**Port wiring**

Drawn at 3 px/um.
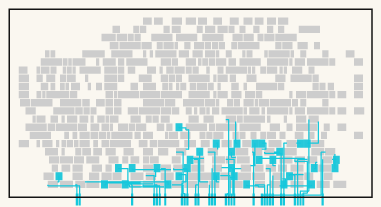
**Placed standard cells**

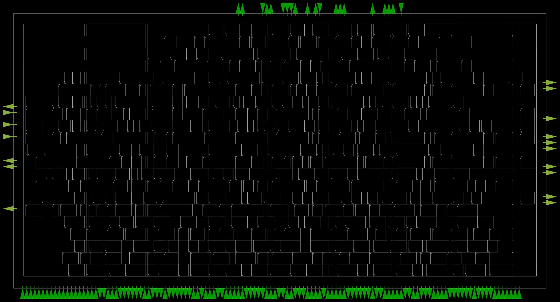
**The metal 2 layer**

Drawn at 4 px/um.
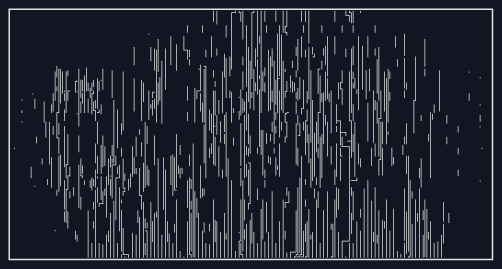
**src/rtl/imem_load_ctrl_if.sv**
```systemverilog
// Loader, fetch and memory-side signal bundle for imem_load_ctrl.
// IMEM_LOAD_CHECKSUM_EN adds the load_csum signal.
interface imem_load_ctrl_if #(
  parameter int AW = 6
);
  logic          ld_start;
  logic          ld_valid;
  logic [7:0]    ld_byte;
  logic          ld_done;
  logic          ld_ready;
  logic          fetch_req;
  logic [31:0]   fetch_addr;
  logic [31:0]   fetch_data;
  logic          fetch_valid;
  logic          cpu_hold;
  logic [AW-1:0] mem_addr;
  logic          mem_we;
  logic [31:0]   mem_wdata;
  logic [31:0]   mem_rdata;
  logic [AW:0]   load_count;
  logic          load_ovf;
`ifdef IMEM_LOAD_CHECKSUM_EN
  logic [31:0]   load_csum;
`endif

  // master is the controller; slave is the loader/CPU/memory environment.
  modport master (
    input  ld_start, ld_valid, ld_byte, ld_done, fetch_req, fetch_addr, mem_rdata,
    output ld_ready, fetch_data, fetch_valid, cpu_hold, mem_addr, mem_we, mem_wdata,
`ifdef IMEM_LOAD_CHECKSUM_EN
    output load_csum,
`endif
    output load_count, load_ovf
  );

  modport slave (
    output ld_start, ld_valid, ld_byte, ld_done, fetch_req, fetch_addr, mem_rdata,
    input  ld_ready, fetch_data, fetch_valid, cpu_hold, mem_addr, mem_we, mem_wdata,
`ifdef IMEM_LOAD_CHECKSUM_EN
    input  load_csum,
`endif
    input  load_count, load_ovf
  );
endinterface

```
**src/rtl/imem_load_ctrl.sv**
```systemverilog
// Byte-stream instruction memory loader with CPU fetch path and CPU hold.
// Optional macro IMEM_LOAD_CHECKSUM_EN adds an XOR checksum of written words.
module imem_load_ctrl #(
  parameter int DEPTH = 64,
  parameter int AW    = $clog2(DEPTH)
) (
  input  logic clk,
  input  logic reset,
  imem_load_ctrl_if.master bus
);

  typedef enum logic [1:0] {IDLE, LOAD, WRITE, RUN} state_t;

  state_t      state, next_state;
  logic [1:0]  idx;
  logic [31:0] word;
  logic [AW:0] count;
  logic        ovf;
  logic        fvalid;
  logic        full;
  logic        accept;

  // count doubles as the write pointer; its top bit means the memory is full.
  assign full   = count[AW];
  assign accept = (state == LOAD) && bus.ld_valid && !bus.ld_start && !bus.ld_done;

  wire unused_addr_bits = &{1'b0, bus.fetch_addr[31:AW+2], bus.fetch_addr[1:0]};

  // NOTE: sequential state uses non-blocking assignments so every register
  // samples pre-edge values regardless of process evaluation order.
  always_ff @(posedge clk) begin
    if (reset) state <= IDLE;
    else       state <= next_state;
  end

  // NOTE: every output of this block gets a default first, so no path through
  // the case statement can leave a signal unassigned and infer a latch.
  always_comb begin
    next_state    = state;
    bus.ld_ready  = 1'b0;
    bus.mem_we    = 1'b0;
    bus.mem_addr  = '0;
    bus.mem_wdata = '0;
    bus.cpu_hold  = 1'b1;
    unique case (state)
      IDLE: begin
        if (bus.ld_start)     next_state = LOAD;
        else if (bus.ld_done) next_state = RUN;
      end
      LOAD: begin
        bus.ld_ready = 1'b1;
        if (bus.ld_start)                  next_state = LOAD;
        else if (bus.ld_done)              next_state = RUN;
        else if (accept && idx == 2'd3)    next_state = WRITE;
      end
      WRITE: begin
        // Reset in this cycle must not let the write through.
        bus.mem_we    = !full && !reset;
        bus.mem_addr  = count[AW-1:0];
        bus.mem_wdata = word;
        if (bus.ld_start)     next_state = LOAD;
        else if (bus.ld_done) next_state = RUN;
        else                  next_state = LOAD;
      end
      RUN: begin
        bus.cpu_hold = 1'b0;
        bus.mem_addr = bus.fetch_addr[AW+1:2];
        if (bus.ld_start) next_state = LOAD;
      end
      default: next_state = IDLE;
    endcase
  end

`ifdef IMEM_LOAD_CHECKSUM_EN
  logic [31:0] csum;
  assign bus.load_csum = csum;
`endif

  always_ff @(posedge clk) begin
    if (reset) begin
      idx    <= '0;
      word   <= '0;
      count  <= '0;
      ovf    <= 1'b0;
      fvalid <= 1'b0;
`ifdef IMEM_LOAD_CHECKSUM_EN
      csum   <= '0;
`endif
    end else begin
      fvalid <= (state == RUN) && bus.fetch_req;
      if (bus.ld_start) begin
        // A pending write in WRITE still happens this cycle; only the
        // session bookkeeping restarts.
        idx   <= '0;
        count <= '0;
        ovf   <= 1'b0;
`ifdef IMEM_LOAD_CHECKSUM_EN
        csum  <= '0;
`endif
      end else begin
        unique case (state)
          LOAD: begin
            if (bus.ld_done) begin
              idx <= '0;
            end else if (accept) begin
              word[8*idx +: 8] <= bus.ld_byte;
              idx              <= idx + 2'd1;
            end
          end
          WRITE: begin
            if (full) begin
              ovf <= 1'b1;
            end else begin
              count <= count + 1'b1;
`ifdef IMEM_LOAD_CHECKSUM_EN
              csum  <= csum ^ word;
`endif
            end
          end
          default: ;
        endcase
      end
    end
  end

  assign bus.load_count  = count;
  assign bus.load_ovf    = ovf;
  assign bus.fetch_valid = fvalid;
  assign bus.fetch_data  = fvalid ? bus.mem_rdata : 32'h0;

endmodule
```
**src/flat_wrapper.sv**
```systemverilog
// flat-port wrapper written by rule: the top's interface ports become plain ports
module imem_load_ctrl_flat 
#(
  parameter int DEPTH = 64,
  parameter int AW    = $clog2(DEPTH)
)
  (clk, reset, bus_ld_start, bus_ld_valid, bus_ld_byte, bus_ld_done, bus_fetch_req, bus_fetch_addr, bus_mem_rdata, bus_ld_ready, bus_fetch_data, bus_fetch_valid, bus_cpu_hold, bus_mem_addr, bus_mem_we, bus_mem_wdata, bus_load_count, bus_load_ovf);
  imem_load_ctrl_if #(.AW(AW)) bus_i ();
  input  logic clk;
  input  logic reset;
  input wire logic [$bits(bus_i.ld_start)-1:0] bus_ld_start;
  input wire logic [$bits(bus_i.ld_valid)-1:0] bus_ld_valid;
  input wire logic [$bits(bus_i.ld_byte)-1:0] bus_ld_byte;
  input wire logic [$bits(bus_i.ld_done)-1:0] bus_ld_done;
  input wire logic [$bits(bus_i.fetch_req)-1:0] bus_fetch_req;
  input wire logic [$bits(bus_i.fetch_addr)-1:0] bus_fetch_addr;
  input wire logic [$bits(bus_i.mem_rdata)-1:0] bus_mem_rdata;
  output wire logic [$bits(bus_i.ld_ready)-1:0] bus_ld_ready;
  output wire logic [$bits(bus_i.fetch_data)-1:0] bus_fetch_data;
  output wire logic [$bits(bus_i.fetch_valid)-1:0] bus_fetch_valid;
  output wire logic [$bits(bus_i.cpu_hold)-1:0] bus_cpu_hold;
  output wire logic [$bits(bus_i.mem_addr)-1:0] bus_mem_addr;
  output wire logic [$bits(bus_i.mem_we)-1:0] bus_mem_we;
  output wire logic [$bits(bus_i.mem_wdata)-1:0] bus_mem_wdata;
  output wire logic [$bits(bus_i.load_count)-1:0] bus_load_count;
  output wire logic [$bits(bus_i.load_ovf)-1:0] bus_load_ovf;
  assign bus_i.ld_start = bus_ld_start;
  assign bus_i.ld_valid = bus_ld_valid;
  assign bus_i.ld_byte = bus_ld_byte;
  assign bus_i.ld_done = bus_ld_done;
  assign bus_i.fetch_req = bus_fetch_req;
  assign bus_i.fetch_addr = bus_fetch_addr;
  assign bus_i.mem_rdata = bus_mem_rdata;
  assign bus_ld_ready = bus_i.ld_ready;
  assign bus_fetch_data = bus_i.fetch_data;
  assign bus_fetch_valid = bus_i.fetch_valid;
  assign bus_cpu_hold = bus_i.cpu_hold;
  assign bus_mem_addr = bus_i.mem_addr;
  assign bus_mem_we = bus_i.mem_we;
  assign bus_mem_wdata = bus_i.mem_wdata;
  assign bus_load_count = bus_i.load_count;
  assign bus_load_ovf = bus_i.load_ovf;
  imem_load_ctrl #(.DEPTH(DEPTH), .AW(AW)) u_core (.clk(clk), .reset(reset), .bus(bus_i));
endmodule
```
**config.mk**
```make
export PLATFORM = sky130hd
export DESIGN_NAME = imem_load_ctrl_flat
export DESIGN_NICKNAME = d
export VERILOG_FILES = /design/src/rtl/imem_load_ctrl_if.sv /design/src/rtl/imem_load_ctrl.sv /design/src/flat_wrapper.sv
export SDC_FILE = /design/constraint.sdc
export NUM_CORES = 1
export LEC_CHECK = 0
export ABC_CLOCK_PERIOD_IN_PS = 2120
export CAP_MARGIN = 20
export CORE_ASPECT_RATIO = 0.5
export CORE_MARGIN = 2
export CORE_UTILIZATION = 39
export CTS_BUF_LIST = sky130_fd_sc_hd__clkbuf_4
export CTS_CLUSTER_SIZE = 24
export DETAILED_ROUTE_END_ITERATION = 16
export GPL_ROUTABILITY_DRIVEN = 0
export MAX_ROUTING_LAYER = met4
export PLACE_DENSITY = 0.84
export SLEW_MARGIN = 20
export SYNTH_ARGS = -nofsm -noshare
export SYNTH_HDL_FRONTEND = slang
export SYNTH_SLANG_ARGS = --single-unit
```
**constraint.sdc**
```tcl
create_clock -name clk -period 2.12 [get_ports clk]
set_input_delay 0.424 -clock clk [delete_from_list [all_inputs] [get_ports clk]]
set_output_delay 0.424 -clock clk [all_outputs]
set_load 0.02 [all_outputs]
```
==> flow_summary.yaml <==
# yosys + openroad results
outcome:
  status: "finished, final reports clean"
cts:
  ctsLongestPathBuffers: 2
  cts.sinks: 45
  root_buffer: "clkbuf_4"
  cts_hold_buf: 0
  cts_buffers: 5
  h-tree-depth: 2
  cts_tree: "done"
  clk_latency_ns: 0.37
  clkTransAtPathRegs_ns: 0.14
yosys:
  top_area_frac: 0.341
  synth.avg_cell_area_um2: 8.39
  synth_stat.cells: 315
  synth_async_sr_flop_share: 0
  synth_nets: 399
  yosys-top-cells-count: "and2_1, dfxtp_1, mux2i_1"
  top_cell: "and2_1"
  ys_warn_count: 0
  area_leaders: "dfxtp_1, and2_1, mux2i_1, nand2b_1, nand2_1"
  synth_cells: 315
  yosys.area.top_type: "dfxtp_1"
  ys_chip_area_um2: 2640
  ff_type: "dfxtp_1"
  ys_ff: 45
  ys_seq_frac: 0.341
  ys_types: 32
  edf_count: 0
  syn-cell-area_um2: 2640
critical_path:
  critPathMaxFanout: 33
  startpoint: "u_core.state[1]$_SDFFE_PP0P_"
  critPathArrivalTime_ns: 1.59
  r2r-start: "u_core.idx[0]$_SDFFE_PP0P_"
  worst_r2r_path_depth: 5
  worstPathRequired_ns: 1.70
  crit_path_start_kind: "flop"
  rr_endpoint: "u_core.word[1]$_SDFFE_PP0P_"
  crit_type: "reg -> out"
  endpoint_kind: "output port"
  reg2reg_slack_ns: 0.21
global_route:
  overflow: 0
  grt_usage: 0.212
  grt_start_max_net_pins: 45
  grt_first_pass_wirelength_mm: 12.3
  grt_pass1_vias: 2482
  antenna_found_initial: 0
floorplanning:
  die-area_um2: 7490
  die_w_um: 120
  ioPinCount: 160
  core_um2: 6620
  die_h_um: 62.2
  core_util_floorplan: 0.399
sta:
  period_used_share: 0.949
  hold_violations: 0
  fmax_mhz: 497
  relSlewSlack: 0.657
  finalClockSkew_ns: 0.0185
  setup_viol: 0
  rsz0062_at_grt: "false"
  fin_setup_tns_ns: 0
  drv_slew: 0
  min_period_ns: 2.01
  worst_pin_slew_ns: 0.512
worst_hold_path:
  holdPathStages: 2
  hold_end: "u_core.word[8]$_SDFFE_PP0P_"
  hp-class: "reg -> reg"
  hold_start: "u_core.word[8]$_SDFFE_PP0P_"
power_and_ir_drop:
  power_density_nw_per_um2: 357
  switchingPower_w: 0.000382
  clkPwrFrac: 0.277
  p_total_w: 0.00152
  pwr-share-comb: 0.158
  pwr-share-seq: 0.565
  leakage_nw: 2.19
  p_int_w: 0.00114
  swShare: 0.252
  ir_worst_vdd_mv: 0.311
placement:
  port_buffers: 133
  post-dp-hpwl_mm: 5.76
  post_dp_cell_area_um2: 4160
  dp.cells: 537
run:
  warning_count: 56
  cap_violations: 0
final_layout:
  diodes: 0
  final_core_utilization: 0.643
  final_cell_area_um2: 4260
  comb_area_um2: 1650
  seq_area_um2: 903
  drive_above_1_share: 0.0708
  area_delta_synth_final_pct: 61.0
  nNetsFinal: 536
detailed_routing:
  first_pass_iters: 4
  postRouteWirelength_mm: 7.59
  ant_nets: 0
  remaining_drc_errors: 0
  viasPerCell: 4.61
  drt_iter0_markers: 87
  wire_per_inst_um: 13.9
  vias: 2510
Back to the opening pictures, 'port wiring':
| port | colour | bits | direction | end cells | buffers | wire |
|---|---|---|---|---|---|---|
| bus_mem_rdata | cyan | 32 | input | 32 | 32 | 633 um |

Back to the opening pictures, 'placed standard cells':
fraction of area in registers: 0.212
Non-Filler Instances: 544
row cnt: 21
# fillers: 593

Back to the opening pictures, 'the metal 2 layer':
nets with wire on the layer: 406
wire length on this layer: 3600 um
longest straight run: 28.2 um
share of all routed wire: 47%
main direction: vertical

[kinds of logic after synthesis]
group / synth area share
fa+ha+maj: 0.0284
simple gates: 0.403
compound gates: 0.0379
xor+xnor: 0.00331
mux: 0.148
buf+inv: 0.0388
flops: 0.341
[repair_timing]
| item | 4_1_cts | 5_1_grt |
|---|---|---|
| setup endpoints to repair | 72 | 60 |
| gates cloned | 0 | 0 |
| gates resized | 50 | 37 |
| buffers inserted | 0 | 0 |
| pin swaps | 0 | 0 |
[layer usage]
metal | up-vias | part of all wire | global-route usage
li1 | 1300 | - | -
met5 | - | 0 | -
met2 | 49 | 0.47 | 0.335
met1 | 1151 | 0.48 | 0.280
met4 | 0 | 0.011 | 0.0552
met3 | 10 | 0.035 | 0.0377
[final cells by class]
cell class | count | share of cell area
clock inverters | 1 | 0.00206
well taps | 92 | 0.0271
repair buffers | 151 | 0.356
inverters | 4 | 0.00353
flip-flops and latches | 45 | 0.212
multi-input cells | 245 | 0.388
clock buffers | 6 | 0.0106
[layout by cell type, fill, tap and decap left out, types with 2 or more instances in the layout]
cell type	n
nand2b_1	34
and3_1	4
and2_1	64
dlygate4sd2_1	38
dfxtp_1	43
nor2_1	10
ha_1	6
nand2_1	37
o211ai_1	2
o21ai_0	2
clkdlybuf4s50_1	60
or3_1	2
nor2b_1	15
nor3b_1	2
or4_1	2
clkbuf_4	6
buf_12	2
mux2i_1	39
dfxtp_2	2
nand3_1	4
inv_1	4
nand4b_1	2
clkdlybuf4s15_1	8
dlymetal6s2s_1	27
nor3b_2	2
buf_4	15
a21oi_1	6
and3b_1	2
[worst max-delay path: stages (launching register included)]
cell and delay [ns]:
dfxtp_2 0.38, nor2b_4 0.18, buf_12 0.17, and2_1 0.14
dlygate4sd2_1 0.34
[power by group through the flow]
stage          clock network (W)  registers, W  logic [W]
5_1_grt                 0.000465      0.000860   0.000258
3_5_place_dp                   0      0.000875   0.000242
4_1_cts                 0.000427      0.000857   0.000240
6_report                0.000420      0.000858   0.000240
2_1_floorplan                  0      0.000875  0.0000939
3_3_place_gp                   0      0.000875   0.000238
[metrics by stage]
| step | hold WS (ns) | setup WS (ns) |
|---|---|---|
| 2_1_floorplan | 0.444 | 0.475 |
| 3_3_place_gp | 0.455 | 0.0279 |
| 3_5_place_dp | 0.458 | 0.00531 |
| 4_1_cts | 0.482 | 0.00444 |
| 5_1_grt | 0.498 | 0.00842 |
| 6_report | 0.478 | 0.109 |
[how the worst max path moves through the flow]
stage                              endpoint  slack (ns)  cells past startpoint
3_3_place_gp                bus_mem_addr[1]        0.03                      4
5_1_grt         u_core.word[6]$_SDFFE_PP0P_       0.008                      5
6_report                  bus_mem_wdata[29]        0.11                      4
4_1_cts                   bus_mem_wdata[29]       0.004                      4
3_5_place_dp                bus_mem_addr[3]       0.005                      4
2_1_floorplan  u_core.word[15]$_SDFFE_PP0P_        0.48                      7
[flip-flops by register name (all words and copies together) (netlist names)]
name and flops:
u_core.word 32, u_core.bus.load_count 7, u_core.idx 2, u_core.state 2, u_core.bus.fetch_valid 1, u_core.bus.load_ovf 1
Power figures rest on the tool's default switching activity, not on a simulated workload.
